==> config.mk <==
export PLATFORM = sky130hd
export DESIGN_NAME = reg_writeback_arbiter
export DESIGN_NICKNAME = d
export VERILOG_FILES = /design/src/rtl/reg_writeback_arbiter.sv
export SDC_FILE = /design/constraint.sdc
export NUM_CORES = 1
export LEC_CHECK = 0
export CAP_MARGIN = 20
export CELL_PAD_IN_SITES_DETAIL_PLACEMENT = 1
export CELL_PAD_IN_SITES_GLOBAL_PLACEMENT = 1
export CORE_AREA = 2 2 142 144
export DETAILED_ROUTE_END_ITERATION = 16
export DIE_AREA = 0 0 144 146
export PLACE_DENSITY = 0.88
export REMOVE_ABC_BUFFERS = 1
export SYNTH_ARGS = -nofsm -noshare
export SYNTH_HDL_FRONTEND = slang
export SYNTH_SLANG_ARGS = --single-unit
export TNS_END_PERCENT = 5
==> constraint.sdc <==
create_clock -name clk -period 2.8 [get_ports clk]
set_input_delay 0.56 -clock clk [delete_from_list [all_inputs] [get_ports clk]]
set_output_delay 0.56 -clock clk [all_outputs]
set_load 0.01 [all_outputs]
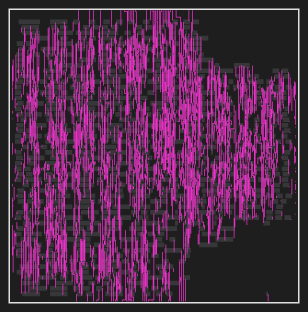
Fig. 1. The metal 2 layer.
(2 px per um)
nets with wire on the layer: 903
main direction: vertical
routed vias: 6,468
drt total wl: 25.5 mm
met2 GRT Util: 44.0%

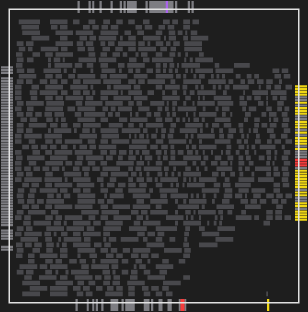
Fig. 2. Pin map.
(2 px per um) Pins as bars across the die edge, other pins in grey.
[red] mdu_issue_addr | pins: 5 | direction: input | edge: 3 right, 2 bottom
[purple] pipe_valid | pins: 1 | direction: input | edge: top
[yellow] busy | pins: 32 | direction: output | edge: 31 right, 1 bottom
IO buf count: 169
Die Ht: 146 um
die width: 144 um

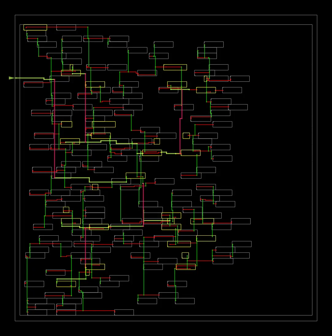
Fig. 3. Clock routing.
Worst Skew: 0.00991 ns
clk latency late pin: 0.42 ns

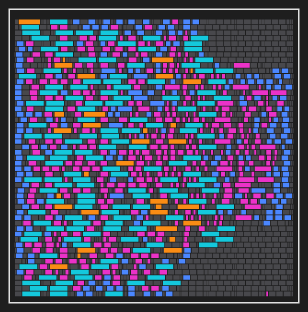
Fig. 4. Cells coloured by class.
(2 px per um) Fill, decap, tap and diode cells in grey.
[orange] clock drivers and dummy loads | cells: 32 | share of their area: 6.2%
[magenta] remaining logic cells | cells: 441 | share of their area: 36%
[cyan] registers | cells: 147 | share of their area: 35%
[blue] remaining buffers and delay cells | cells: 240 | share of their area: 22%
Cell Rows: 51
final instance area: 10,800 um^2
core area: 19,300 um^2
Post-Route Utilization: 56.0%

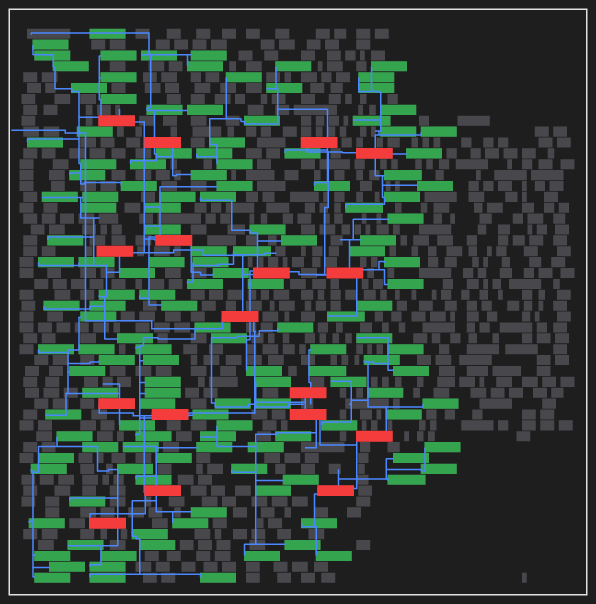
Fig. 5. Clock distribution.
(4 px per um)
[blue] clock wires | length: 1,940 um
[red] clock-net drivers | count: 17
[green] flip-flops | count: 147
routed clock nets: 18
clock network fraction of design power: 21.1%
Clk. pwr: 0.00254 W

==> out/qor.yml <==
dieArea_um2: 21000
slowest_delay_ns: 0.47
clock-root-buffer: "clkbuf_16"
met3_usage_pct: 5.20
yosysTopAreaCellShare_pct: 47.9
cts_tree: "yes"
critPathSlowestCell: "mux4_2"
route.detailed.wl_per_inst_um: 22.7
grt_overflow: 0
dpl.cell_count: 1086
syn2layout_area_growth_pct: 40.9
synth_top_cell_by_area: "dfrtp_1"
edf_count: 0
relSlewSlack_pct: 50.8
dpl.hpwl_mm: 17.9
synth_seq_share_pct: 47.9
grt_use_met1_pct: 31.3
max_freq_mhz: 370
switching_share_pct: 35.2
first_iter_violations: 358
min_period_ns: 2.70
syn_area_um2: 7680
cp-end-kind: "output port"
cp.depth: 6
fin_ws_ns: 0.100
largest_reg_flops: 64
synthFlopType: "dfrtp_1"
clock-sinks: 147
rrSetupSlack_ns: 0.43
tool_warnings: 25
ys_top_cells_by_area: "dfrtp_1 48%, mux2_2 17%, mux2i_1 5.2%"
critPathKind: "reg -> out"
yosys-stat-cells: 632
simple_gate_share_pct: 9.36
final_cells: 1125
internal-power_w: 0.00780
clockBufferDepth: 2
reg2reg_depth: 5
maxCapViolCount: 0
leakage_nw: 4.49
async_reset_ff_share_pct: 100
initCoreUtil_pct: 39.7
pin_count: 171
grt_busiest_layer: "met2"
status: "finished, final reports clean"
yosysWarningCount: 0
p_sw_w: 0.00425
grt_pass1_wl_mm: 41.1
syn_avg_cell_area_um2: 12.2
slew_viol_final: 0
cp-start-kind: "flip-flop"
finalClockPeriodUsage_pct: 96.4
worst_pin_slew_ns: 0.730
clk_pin_slew_ns: 0.06
crit_fanout: 4
grt_setup_unrepaired: "false"
syn_inst: 632
firstDrtPassIters: 4
drive_above_1_share_pct: 30.5
cp_cell_sequence: "mux4_2, nor2b_1, a2111oi_0, nor4_1, nand4_1, clkbuf_2"
combPwrFrac_pct: 45.1
worstPathRequired_ns: 2.24
synth_flops: 147
pwr-share-seq_pct: 33.8
cpLargestDelayFamily: "simple AND/OR/NAND/NOR gates"
globalRouteTotalUtil_pct: 25.3
-- per-stage QoR --
step	setup TNS (ns)	area [um^2]	util, %
floorplan	-51.95	7470	-
finish	0	10800	56.0
CTS	0	10800	56.0
global route	0	10800	56.0
global placement	-0.686	10100	52.3
detailed placement	-2.18	10100	52.3
-- routing by layer --
layer / routed length (um) / share of wire [%]
met1: 10400 / 41
met2: 13300 / 52
met3: 1390 / 5.4
met4: 483 / 1.9
met5: 0 / 0
-- cells in the final DEF (no fill, tap or decap), types with 12 or more instances in the layout --
cell type,count
clkdlybuf4s50_1,158
a221o_1,32
dfrtp_1,140
o21ai_0,48
nand2_1,20
mux2_2,118
nor3_1,34
nor2_1,12
buf_4,60
mux2i_1,40
mux4_2,15
clkbuf_16,17
-- repair_timing --
item | 4_1_cts | 5_1_grt
pin swaps | 2 | 0
setup buffers | 7 | 0
gates cloned | 0 | 0
gates resized | 31 | 2
endpoints found under the setup margin | 1 | 1
-- power groups by stage --
stage               registers, W  logic [W]  clock network (W)
floorplan                0.00405    0.00269                  0
global placement         0.00397    0.00504                  0
detailed placement       0.00406    0.00529                  0
CTS                      0.00406    0.00548            0.00257
global route             0.00423    0.00584            0.00264
finish                   0.00408    0.00544            0.00254
-- kinds of logic after synthesis --
family	Yosys count
buffers and inverters	54
AOI/OAI and AO/OA	123
and+or+nand+nor	125
adders and majority gates	1
muxes	176
xor gates and xnor gates	5
other	1
DFF	147
-- layout make-up --
cell class	count	area, um^2
inverter	10	37.5
timing repair buffer	240	2330
tap	265	332
sequential	147	3690
fill	1981	8510
clock buffer	20	447
multi-input combinational	431	3790
clock inverter	12	204
Power is estimated from default activity; no workload was simulated.
